Fig. 1: run 1, gate families picked out
The bar under the picture is 50 um long.
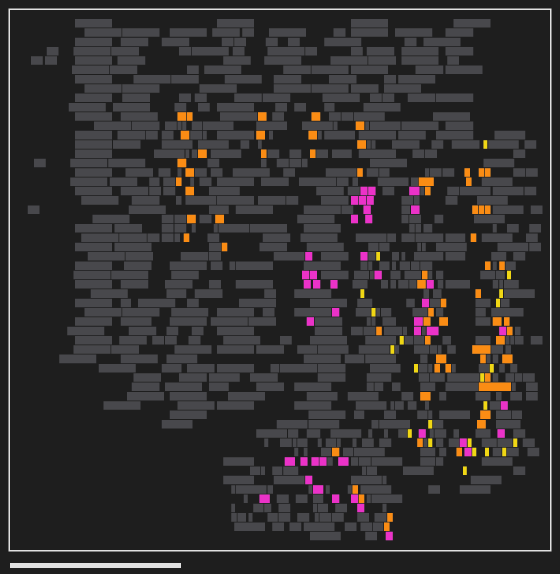
Fig. 2: run 1, clock network drawn from the DEF
The bar under the picture is 50 um long.
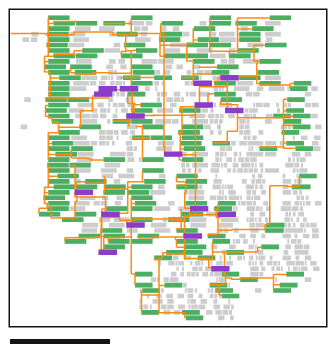
Fig. 3: run 1, clock wiring as the flow saved it
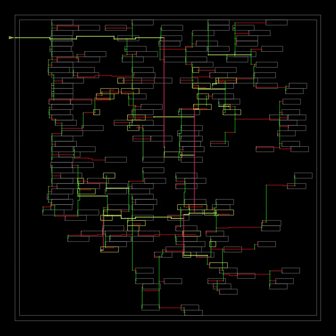
$ cat config.mk
export PLATFORM = sky130hd
export DESIGN_NAME = uart_rx_history_flat
export DESIGN_NICKNAME = d
export VERILOG_FILES = /design/src/rtl/uart_pkg.sv /design/src/rtl/uart_rx_history_if.sv /design/src/rtl/history_mem.sv /design/src/rtl/uart_rx_history.sv /design/src/flat_wrapper.sv
export SDC_FILE = /design/constraint.sdc
export NUM_CORES = 1
export LEC_CHECK = 0
export CAP_MARGIN = 0
export CORE_MARGIN = 2
export CORE_UTILIZATION = 40
export DETAILED_ROUTE_END_ITERATION = 10
export SYNTH_ARGS = -nofsm -noshare
export SYNTH_HDL_FRONTEND = slang
export SYNTH_SLANG_ARGS = --single-unit
$ cat constraint.sdc
create_clock -name clock -period 5.17 [get_ports clock]
set_input_delay 1.034 -clock clock [delete_from_list [all_inputs] [get_ports clock]]
set_output_delay 1.034 -clock clock [all_outputs]
set_load 0.05 [all_outputs]
$ cat src/rtl/uart_pkg.sv
// Shared types for the UART receive-history block: display state and drop counter helpers.
package uart_pkg;

  typedef enum logic {
    LIVE   = 1'b0,
    FROZEN = 1'b1
  } state_t;

  localparam int unsigned DROP_W = 16;

  // Saturating increment for the dropped-word counter
  function automatic logic [DROP_W-1:0] sat_inc(input logic [DROP_W-1:0] v);
    return (v == '1) ? v : v + DROP_W'(1);
  endfunction

endpackage

$ cat src/rtl/uart_rx_history_if.sv
// Bundle of receive, control and display signals between the UART side and the history block.
interface uart_rx_history_if
  import uart_pkg::*;
#(
  parameter int unsigned DATA_BITS = 8,
  parameter int unsigned DEPTH     = 16,
  parameter int unsigned NUM_VIEW  = 2
);
  localparam int unsigned PTR_W = $clog2(DEPTH);
  localparam int unsigned CNT_W = PTR_W + 1;

  logic [DATA_BITS-1:0]                rx_data;
  logic                                rx_valid;
  logic                                clear;
  logic                                freeze;
  logic                                scroll_up;
  logic                                scroll_down;
  logic [NUM_VIEW-1:0][DATA_BITS-1:0]  view_data;
  logic [NUM_VIEW-1:0]                 view_valid;
  logic [PTR_W-1:0]                    view_offset;
  logic [CNT_W-1:0]                    count;
  logic [DROP_W-1:0]                   drop_count;
  logic                                new_pulse;

  modport master (
    output rx_data, rx_valid, clear, freeze, scroll_up, scroll_down,
    input  view_data, view_valid, view_offset, count, drop_count, new_pulse
  );

  modport slave (
    input  rx_data, rx_valid, clear, freeze, scroll_up, scroll_down,
    output view_data, view_valid, view_offset, count, drop_count, new_pulse
  );

endinterface

$ cat src/rtl/history_mem.sv
// Circular history storage: one synchronous write port, NUM_VIEW combinational read ports.
module history_mem #(
  parameter int unsigned DATA_BITS = 8,
  parameter int unsigned DEPTH     = 16,
  parameter int unsigned NUM_VIEW  = 2
) (
  input  logic                                      clock,
  input  logic                                      wr_en,
  input  logic [$clog2(DEPTH)-1:0]                  wr_addr,
  input  logic [DATA_BITS-1:0]                      wr_data,
  input  logic [NUM_VIEW-1:0][$clog2(DEPTH)-1:0]    rd_addr,
  output logic [NUM_VIEW-1:0][DATA_BITS-1:0]        rd_data
);

  logic [DATA_BITS-1:0] mem [DEPTH];

  // Contents are not reset; validity is tracked by the controller's count
  always_ff @(posedge clock) begin
    if (wr_en) begin
      mem[wr_addr] <= wr_data;
    end
  end

  always_comb begin
    rd_data = '0;
    for (int unsigned i = 0; i < NUM_VIEW; i++) begin
      rd_data[i] = mem[rd_addr[i]];
    end
  end

endmodule

$ cat src/rtl/uart_rx_history.sv
// Receive-history controller: LIVE/FROZEN mode, write pointer, fill count, scroll offset and registered display slots.
import uart_pkg::*;

module uart_rx_history #(
  parameter int unsigned DATA_BITS = 8,
  parameter int unsigned DEPTH     = 16,
  parameter int unsigned NUM_VIEW  = 2
) (
  input logic              clock,
  input logic              reset_n,
  uart_rx_history_if.slave bus
);

  localparam int unsigned PTR_W = $clog2(DEPTH);
  localparam int unsigned CNT_W = PTR_W + 1;

  state_t                              state;
  state_t                              state_n;
  logic [PTR_W-1:0]                    wp;
  logic [PTR_W-1:0]                    wp_n;
  logic [PTR_W-1:0]                    off;
  logic [PTR_W-1:0]                    off_n;
  logic [CNT_W-1:0]                    cnt;
  logic [CNT_W-1:0]                    cnt_n;
  logic [DROP_W-1:0]                   drop;
  logic [DROP_W-1:0]                   drop_n;
  logic                                accept;
  logic                                discard;
  logic                                npulse;
  logic [NUM_VIEW-1:0][PTR_W-1:0]      rd_addr;
  logic [NUM_VIEW-1:0][DATA_BITS-1:0]  rd_data;
  logic [NUM_VIEW-1:0][DATA_BITS-1:0]  vdata;
  logic [NUM_VIEW-1:0][DATA_BITS-1:0]  vdata_n;
  logic [NUM_VIEW-1:0]                 vvalid;
  logic [NUM_VIEW-1:0]                 vvalid_n;

  history_mem #(
    .DATA_BITS (DATA_BITS),
    .DEPTH     (DEPTH),
    .NUM_VIEW  (NUM_VIEW)
  ) u_mem (
    .clock   (clock),
    .wr_en   (accept),
    .wr_addr (wp),
    .wr_data (bus.rx_data),
    .rd_addr (rd_addr),
    .rd_data (rd_data)
  );

  // Next-state for mode, pointer, count, offset and drop counter; clear overrides everything
  always_comb begin
    state_n = bus.freeze ? FROZEN : LIVE;
    accept  = (state == LIVE)   && bus.rx_valid && !bus.clear;
    discard = (state == FROZEN) && bus.rx_valid && !bus.clear;
    wp_n    = wp;
    cnt_n   = cnt;
    off_n   = off;
    drop_n  = drop;
    if (bus.clear) begin
      wp_n   = '0;
      cnt_n  = '0;
      off_n  = '0;
      drop_n = '0;
    end else begin
      if (accept) begin
        wp_n = wp + PTR_W'(1);
        if (cnt != CNT_W'(DEPTH)) begin
          cnt_n = cnt + CNT_W'(1);
        end
      end
      if (discard) begin
        drop_n = sat_inc(drop);
      end
      if (state == LIVE || state_n == LIVE) begin
        off_n = '0;
      end else if (bus.scroll_up && !bus.scroll_down &&
                   ((CNT_W'(off) + CNT_W'(1)) < cnt)) begin
        off_n = off + PTR_W'(1);
      end else if (bus.scroll_down && !bus.scroll_up && (off != '0)) begin
        off_n = off - PTR_W'(1);
      end
    end
  end

  // Storage address of the entry each slot will show after this edge
  always_comb begin
    rd_addr = '0;
    for (int unsigned i = 0; i < NUM_VIEW; i++) begin
      rd_addr[i] = wp_n - PTR_W'(1) - off_n - PTR_W'(i);
    end
  end

  // Slot contents; the word being written this cycle is forwarded so it shows at age 0 immediately
  always_comb begin
    vdata_n  = '0;
    vvalid_n = '0;
    for (int unsigned i = 0; i < NUM_VIEW; i++) begin
      if ((CNT_W'(off_n) + CNT_W'(i)) < cnt_n) begin
        vvalid_n[i] = 1'b1;
        vdata_n[i]  = (accept && (rd_addr[i] == wp)) ? bus.rx_data : rd_data[i];
      end
    end
  end

  always_ff @(posedge clock or negedge reset_n) begin
    if (!reset_n) begin
      state  <= LIVE;
      wp     <= '0;
      cnt    <= '0;
      off    <= '0;
      drop   <= '0;
      npulse <= 1'b0;
      vdata  <= '0;
      vvalid <= '0;
    end else begin
      state  <= state_n;
      wp     <= wp_n;
      cnt    <= cnt_n;
      off    <= off_n;
      drop   <= drop_n;
      npulse <= accept;
      vdata  <= vdata_n;
      vvalid <= vvalid_n;
    end
  end

  assign bus.view_data   = vdata;
  assign bus.view_valid  = vvalid;
  assign bus.view_offset = off;
  assign bus.count       = cnt;
  assign bus.drop_count  = drop;
  assign bus.new_pulse   = npulse;

endmodule

$ cat src/flat_wrapper.sv
// flat-port wrapper written by rule: the top's interface ports become plain ports
module uart_rx_history_flat 
#(
  parameter int unsigned DATA_BITS = 8,
  parameter int unsigned DEPTH     = 16,
  parameter int unsigned NUM_VIEW  = 2
)
  (clock, reset_n, bus_rx_data, bus_rx_valid, bus_clear, bus_freeze, bus_scroll_up, bus_scroll_down, bus_view_data, bus_view_valid, bus_view_offset, bus_count, bus_drop_count, bus_new_pulse);
  uart_rx_history_if #(.DATA_BITS(DATA_BITS), .DEPTH(DEPTH), .NUM_VIEW(NUM_VIEW)) bus_i ();
  input logic clock;
  input logic reset_n;
  input wire logic [$bits(bus_i.rx_data)-1:0] bus_rx_data;
  input wire logic [$bits(bus_i.rx_valid)-1:0] bus_rx_valid;
  input wire logic [$bits(bus_i.clear)-1:0] bus_clear;
  input wire logic [$bits(bus_i.freeze)-1:0] bus_freeze;
  input wire logic [$bits(bus_i.scroll_up)-1:0] bus_scroll_up;
  input wire logic [$bits(bus_i.scroll_down)-1:0] bus_scroll_down;
  output wire logic [$bits(bus_i.view_data)-1:0] bus_view_data;
  output wire logic [$bits(bus_i.view_valid)-1:0] bus_view_valid;
  output wire logic [$bits(bus_i.view_offset)-1:0] bus_view_offset;
  output wire logic [$bits(bus_i.count)-1:0] bus_count;
  output wire logic [$bits(bus_i.drop_count)-1:0] bus_drop_count;
  output wire logic [$bits(bus_i.new_pulse)-1:0] bus_new_pulse;
  assign bus_i.rx_data = bus_rx_data;
  assign bus_i.rx_valid = bus_rx_valid;
  assign bus_i.clear = bus_clear;
  assign bus_i.freeze = bus_freeze;
  assign bus_i.scroll_up = bus_scroll_up;
  assign bus_i.scroll_down = bus_scroll_down;
  assign bus_view_data = bus_i.view_data;
  assign bus_view_valid = bus_i.view_valid;
  assign bus_view_offset = bus_i.view_offset;
  assign bus_count = bus_i.count;
  assign bus_drop_count = bus_i.drop_count;
  assign bus_new_pulse = bus_i.new_pulse;
  uart_rx_history #(.DATA_BITS(DATA_BITS), .DEPTH(DEPTH), .NUM_VIEW(NUM_VIEW)) u_core (.clock(clock), .reset_n(reset_n), .bus(bus_i));
endmodule
==> run notes, run 1 <==
Notes on the flow outputs.

- The total DRC errors in the routed layout reads 0.
- For this design, the CTS-stage hold fixing added 0 buffers.
- The combinational power share reads 0.140.
- The mapped cell area is 0.009430 mm^2.
- The area added between synthesis and finish reads 17.51%.
- The slowest stage of the critical path is the sky130_fd_sc_hd__or4_1 cell.
- After detailed routing, no signal wire sits above met4.
- The power in combinational cells is 460 uW.
- Leaving out fill and tap cells, the most frequent cells in the layout are 128 x sky130_fd_sc_hd__edfxtp_1, 71 x sky130_fd_sc_hd__mux2i_1, 64 x sky130_fd_sc_hd__mux4_2.
- Summing internal, switching and leakage power gives 3.294 mW.
- The global-route wire length before repair reads 34.78 mm.
- Setup repair after global routing left no endpoint under its margin.
- The script extracted a net switching power of 907.0 uW.
- The global routing usage summed across all routing layers is 0.1911.
- The endpoint of the worst hold-timing path reads u_core.bus.drop_count[11].
- Per STA, the worst path is made up of ha_1 > xor2_1 > ha_1 > or3_1 > o221ai_1 > nand3_1 > and3_1 > o21ai_1 > ha_1 > or4_1 > and3_1 > nand3_1 > buf_4 > nand3_1 > a41o_1 > and4_1 > a211oi_2.
- The via count of the first global-routing pass came to 5985.
- The wire length reported by the detailed router is 22.58 mm.
- The number of antenna violations at the first check in global routing was 0.
- STA reports the tightest min-delay check as being of type flip-flop to flip-flop.
- The worst supply voltage drop on vdd is 161.8 uV.
- The setup TNS reads 0 ns.
- The post-detailed-route wirelength per cell is 21.42 um.
- The xor-xnor portion of the synthesized cell area reads 0.03609.
- The number of cell rows is 56.
- The yosys warning tally is 0.
- The total number of vias reads 5964.
- The final period utilization is 0.9447.
- The timing report gives the worst reg2reg path a setup slack of 0.29 ns.
- The busiest metal layer after global routing reads met2.
- The total placed instance area is 0.01047 mm^2.
- In the layout the tool counted multi-input logic cells amounting to 426.
- The number of antenna repair diodes reads 0.
- The endpoint arrival time on the critical path reads 5.22 ns.
- The critical register-to-register path endpoint reads u_core.bus.view_data[14].
- The count of final max-slew check failures is 0.
- The placer's final routability congestion estimate reads 0.8433.
- The mean number of vias per cell reads 5.658.
- After the flow finishes, the layout carries non-filler instances totaling 1054.
- Across all setup checks in the final design, the least slack found is 0.2859 ns.
- The count of plain and timing-repair buffers is 78.
- The clock root buffer is sky130_fd_sc_hd__clkbuf_16.
- The worst-margin pin slew is 1.036 ns.
- The area occupied by registers is 0.005074 mm^2.
- The cell accounting for the most synthesized area reads sky130_fd_sc_hd__edfxtp_1.
- The met1 layer usage reported by global route is 0.2536.
- The main area contributors are sky130_fd_sc_hd__edfxtp_1 41%, sky130_fd_sc_hd__mux4_2 15%, sky130_fd_sc_hd__dfrtp_1 13%, sky130_fd_sc_hd__mux2i_1 7.5%, sky130_fd_sc_hd__ha_1 3.2%.
- The initial standard-cell utilization of the core is 0.4042.
- The buffer depth of the longest clock path reads 2.
- The total die size is 0.02482 mm^2.
- The count of inverters other than clock inverters in the layout is 22.
- STA classifies the critical path startpoint as a flip-flop.
- The flow ran to the end, and the final reports show no timing, DRC or antenna violations.
- Summed over all layers, the global routing overflow is 0.
- The share of final-layout standard cells stronger than drive strength 1 is 0.1878.
- The chip area line of the yosys report reads 0.009430 mm^2.
- The worst setup path endpoint is u_core.bus.view_data[14].
- At the worst endpoint, the required time is 5.50 ns.
- For this run, the share of the core covered by cells in the final layout is 0.4750.
- Counting flops with a built-in enable in the synthesized netlist gives 128.
- The AND-OR/OR-AND share of the synthesized area is 0.05121.
- The die is 157.5 um wide.
- The synthesized instance count reads 660.
- The max capacitance violation total reads 0.
- The biggest slice of the area belongs to flip-flops and latches.
- The flop share of the area reads 0.4578.
- The power attributed to sequential cells reads 1.55 mW.
- The number of nets at floorplan reads 699.
- The share of total power dissipated in sequential elements is 0.470.
- The commonest cells after synthesis are 128 x sky130_fd_sc_hd__edfxtp_1, 71 x sky130_fd_sc_hd__mux2i_1, 64 x sky130_fd_sc_hd__mux4_2.
- The multi-input combinational cells in the finished layout cover a total of 0.004165 mm^2.
- The most critical hold endpoint after final layout shows a slack of 0.5679 ns.
- The sequential element share of the synthesized area is 0.5376.
- The number of cell instances on the worst register-to-register path is 17.
- For this design, Yosys synthesis ends with a cell count of 660.
- The family with the most delay on the worst path reads simple AND/OR/NAND/NOR gates.
- Of the total power, the share spent switching nets is 0.2753.
- The total of fill cells in the finished design is 2014.
- The final hold violation count recorded for this run is 0.
- The total power per unit cell area is 297.3 mW/mm^2.
- The worst setup path is captured at a flip-flop.
- The floorplan core area reads 0.02333 mm^2.
- Summing over the stages, the warning tally comes to 31.
- The routed wire length on met2 reads 11.22 mm.
- The number of tap cells inserted is 319.
- Per the OpenROAD power report, leakage power amounts to 4.016 nW.
- The largest register by flop count is u_core.u_mem.mem.
- The final count of negative-setup-slack endpoints is 0.
- TritonCTS built the clock tree.
- The clock-pin slew of the registers on the worst-case setup and hold paths reads 0.08 ns.
- In the global route stage, met2 resource usage came out at 0.3140.
- The share of final layout cell area taken by non-clock buffers reads 0.06808.
- The top flip-flop cell by instance count after synthesis is sky130_fd_sc_hd__edfxtp_1.
- The post-synthesis async set-or-reset flop share is 0.2768.
- The number of placed I/O pins is 59.
- The startpoint of the most critical setup path is u_core.bus.view_offset[0].
- After the first detailed-routing iteration, the DRC count stood at 383.
- The count of buffers inserted at the top-level ports reads 58.
- The post-route minimum period is 4.884 ns.
- The number of cells traversed by the worst hold path reads 2.
- Among the non-sequential cells, multiplexers take the most area.
- The dominant cell by count in the synthesized netlist is sky130_fd_sc_hd__edfxtp_1.
- STA lists the startpoint of the worst register-to-register path as u_core.bus.view_offset[0].
- The internal power is 2.387 mW.
- The delay of the slowest cell on the worst path is 0.54 ns.
- The count of buffering cells on the critical path with inverters included reads 1.
- The critical hold path startpoint is u_core.bus.drop_count[11].
- Summing all non-filler instances in the final layout gives an area of 0.01108 mm^2.
- The register with the most flip-flops in the layout has 128 of them.
- The cell depth of the worst setup path is 17.
- The global-route track usage on met3 is 0.03800.
- Before antenna repair, the detailed router went through 5 iterations.
- The report shows a maximum critical-path fanout of 25.
- The clock buffer and inverter area fraction after layout reads 0.05476.
- The area fraction in mux cells is 0.2309.
- The total length of routed met3 wires is 989 um.
- The area share of and/or/nand/nor cells after synthesis reads 0.08903.
- The die is 157.5 um tall.
- The average instance area after synthesis is 14.29 um^2.
- The dominant power group in this design is registers.
- In this run, the synthesized area fraction spent on adder and majority cells is recorded as 0.03184.
- The number of nets in the final layout is 761.
- The detailed router put a total of 9.810 mm of wire on met1.
- The estimated wirelength of the detail-placed design reads 15.54 mm.
- The worst setup slack before clock tree synthesis is 0.03516 ns.
- In this run the remaining antenna-violating nets after routing total 0.
- The slew check shows that the tightest pin keeps a relative margin of 0.3045.
- The post-CTS setup buffer count reads 0.
## Picture notes: Fig. 1
AND and OR gates: in magenta, cells 43. inverters: in yellow, cells 22. inverting AOI/OAI gates: in orange, cells 64.
most numerous logic cell after layout: sky130_fd_sc_hd__edfxtp_1
logic gate fraction of the total cell area: 0.3759

## Picture notes: Fig. 2
flip-flops: in green, count 177. clock wires: in orange, length 2050 um. cells driving clock nets: in purple, count 17.
There are 18 routed clock nets. Position of the flops: widely spread.
share of total power in the clock network: 0.390
Clock Skews: 0.01373 ns
clock latency at the later pin of the worst-skew pair: 0.43 ns
power attributed to the clock group: 1.29 mW

## Picture notes: Fig. 3
clock sink total: 177
Clock Buffer Count: 17
flip-flop and latch count: 177
clock buffer count from CTS: 17

==> run 1 -> run 2 <==
- HOLD_SLACK_MARGIN: not set -> 0.05
==> run 2 against run 1 <==
Critical path depth unchanged. Register-to-register slack about the same. Non-clock buffer count stayed put. Critical endpoint unchanged.
==> run notes, run 2 <==
Notes on the flow outputs.

- Data arrives at the worst endpoint at 5.22 ns.
- The estimated wirelength of the detail-placed design is 15.54 mm.
- The worst slew margin relative to its limit reads 0.3045.
- Across all layers, the routed design uses 5964 vias.
- The post-CTS setup buffer count reads 0.
- In this run, power in the clock network comes to 1.29 mW.
- The sum of internal, switching and leakage power reads 3.294 mW.
- A synthesized cell averages 14.29 um^2.
- The flop-to-flop setup slack reads 0.29 ns.
- The global-route wire length before repair reads 34.78 mm.
- The cell-mix breakdown from Yosys lists the XOR/XNOR area share as 0.03609.
- After global routing the overflow that remains totals 0.
- The count of clock tree sinks is 177.
- The buffer depth of the longest clock path is 2.
- The critical path's slowest cell is sky130_fd_sc_hd__or4_1.
- The max capacitance violation total reads 0.
- The path class of the lowest-slack min-delay path is flip-flop to flip-flop.
- The end-of-flow core utilization reads 0.4750.
- The number of flip-flops in the largest register reads 128.
- The finished layout holds 1054 standard cells, fillers aside.
- In this run the cell area of the synthesized design comes to 0.009430 mm^2.
- The cell area after layout reads 0.01108 mm^2.
- The post-placement cell area is 0.01047 mm^2.
- The OpenROAD warning count reads 31.
- The number of cells traversed by the worst hold path reads 2.
- The number of cell rows reads 56.
- Wire segments on met2 add up to 11.22 mm in the final route.
- The net switching power figure is 907.0 uW.
- The layout has 22 inverters outside the clock class.
- Multi-input logic gates represent a cell area share of 0.3759.
- The mean number of vias per cell is 5.658.
- The H-tree was split into 4 levels.
- The via count of the first global-routing pass is 5985.
- The clock buffers instantiated in the layout total 17.
- The area added between synthesis and finish is 17.51%.
- The detailed-route wire length on metal 1 reads 9.810 mm.
- The library cell used most frequently in the layout, excluding fill and tap cells, is sky130_fd_sc_hd__edfxtp_1.
- The worst hold-check slack reads 0.5679 ns.
- The dominant cell by count in the synthesized netlist reads sky130_fd_sc_hd__edfxtp_1.
- Counting plain and timing-repair buffers in the layout gives 78.
- The combinational power share is 0.140.
- The worst supply voltage drop on vdd reads 161.8 uV.
- The critical hold path startpoint is u_core.bus.drop_count[11].
- The leakage component of the power was reported as 4.016 nW.
- Per the final report, max-transition violations number 0.
- The count of antenna-violating nets left after detailed routing is 0.
- The number of tap cells inserted reads 319.
- The internal power is 2.387 mW.
- At the later pin of the worst-skew pair, clock insertion delay measures 0.43 ns.
- The initial standard-cell utilization of the core reads 0.4042.
- The leading cell category by total area reads flip-flops and latches.
- Counting every net in the synthesized netlist gives 699.
- The wire length reported by the detailed router reads 22.58 mm.
- The cell depth of the worst setup path is 17.
- Per the log, the first TritonRoute iteration ended with a DRC count of 383.
- The number of hold buffers added after CTS is 0.
- The worst-margin pin slew is 1.036 ns.
- Routing resource usage on met1 recorded by global route was 0.2536.
- The post-synthesis async set-or-reset flop share reads 0.2768.
- After routing, the total negative slack on setup checks comes to 0 ns.
- The combinational power reported by the tool is 460 uW.
- Per the cell usage report, the commonest logic cells after layout are 128 x sky130_fd_sc_hd__edfxtp_1, 71 x sky130_fd_sc_hd__mux2i_1, 64 x sky130_fd_sc_hd__mux4_2.
- The total die size reads 0.02482 mm^2.
- After synthesis, the cell types taking the most area are sky130_fd_sc_hd__edfxtp_1 41%, sky130_fd_sc_hd__mux4_2 15%, sky130_fd_sc_hd__dfrtp_1 13%, sky130_fd_sc_hd__mux2i_1 7.5%, sky130_fd_sc_hd__ha_1 3.2%.
- The slack of the critical path is 0.2859 ns.
- The cell-mix breakdown from Yosys lists the compound-gate area share as 0.05121.
- The layout multi-input combinational cell count reads 426.
- The flop share of the area reads 0.4578.
- The report lists the cells along the critical path as ha_1 > xor2_1 > ha_1 > or3_1 > o221ai_1 > nand3_1 > and3_1 > o21ai_1 > ha_1 > or4_1 > and3_1 > nand3_1 > buf_4 > nand3_1 > a41o_1 > and4_1 > a211oi_2.
- The largest register by flop count reads u_core.u_mem.mem.
- The number of antenna violations at the first check in global routing is 0.
- The startpoint of the most critical setup path is u_core.bus.view_offset[0].
- The clock root buffer is sky130_fd_sc_hd__clkbuf_16.
- During placement, the flow inserted port buffers numbering 58.
- The post-detailed-route wirelength per cell is 21.42 um.
- The launch point of the worst register-to-register path is recorded as u_core.bus.view_offset[0].
- The sequential element share of the synthesized area is 0.5376.
- The flow ran to the end, and the final reports show no timing, DRC or antenna violations.
- The multi-input logic area reads 0.004165 mm^2.
- The yosys warning tally reads 0.
- The final period utilization reads 0.9447.
- Per the final report, the share of cell area in clock cells is 0.05476.
- The net switching fraction of the power is 0.2753.
- The area fraction in full adders, half adders and majority gates reads 0.03184.
- The worst register-to-register path has a depth of 17.
- The power report attributes to the sequential group a share of 0.470.
- The final count of negative-setup-slack endpoints reads 0.
- The top flip-flop cell by instance count after synthesis is sky130_fd_sc_hd__edfxtp_1.
- The highest layer touched by signal routing is met4.
- The total power per unit cell area reads 297.3 mW/mm^2.
- The chip area line of the yosys report reads 0.009430 mm^2.
- The number of antenna repair diodes is 0.
- The delay of the slowest cell on the worst path reads 0.54 ns.
- The worst setup path endpoint is u_core.bus.view_data[14].
- Synthesis produced 660 cells.
- The synthesized design contains 128 enable-type register cells.
- The number of nets in the final layout is 761.
- The total of fill cells in the finished design reads 2014.
- The share of final-layout standard cells stronger than drive strength 1 reads 0.1878.
- The biggest area contributor in the post-synthesis netlist is sky130_fd_sc_hd__edfxtp_1.
- The fraction of final cell area spent on non-clock buffers in this run is 0.06808.
- The global routing usage summed across all routing layers reads 0.1911.
- The post-route minimum period reads 4.884 ns.
- The family with the most delay on the worst path is simple AND/OR/NAND/NOR gates.
- The total DRC errors in the routed layout is 0.
- The endpoint of the worst hold-timing path is u_core.bus.drop_count[11].
- The clock-pin slew of the registers on the worst-case setup and hold paths is 0.08 ns.
- STA lists the endpoint of the worst register-to-register path as u_core.bus.view_data[14].
- After synthesis, the design contains 660 cells according to Yosys.
- The data required time reported for the critical path is 5.50 ns.
- The global routing met2 resource utilization is 0.3140.
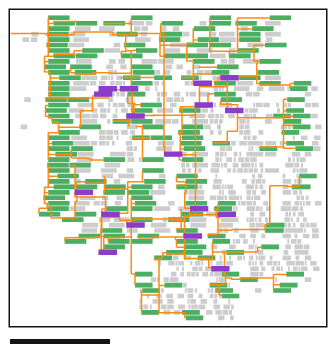
Fig. 4. Clock network drawn from the DEF (run 2).
The bar under the picture is 50 um long.
flip-flops: in green, count 177. clock wires: in orange, length 2050 um. cells driving clock nets: in purple, count 17.
Position of the flops: widely spread.

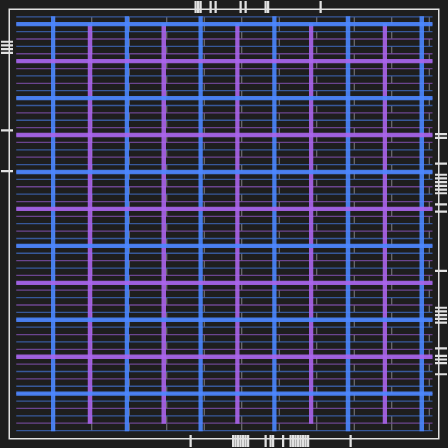
Fig. 5. Floorplan with the power grid (run 2).
Pins as bars on the die edge. Tap cells in gray.
VSS: in blue. VDD: in purple.
319 tap cells. The core has 56 rows. 59 signal pins sit on the boundary.
die x size: 157.5 um
area of the placeable core: 0.02333 mm^2

Power is estimated from default activity; no workload was simulated.
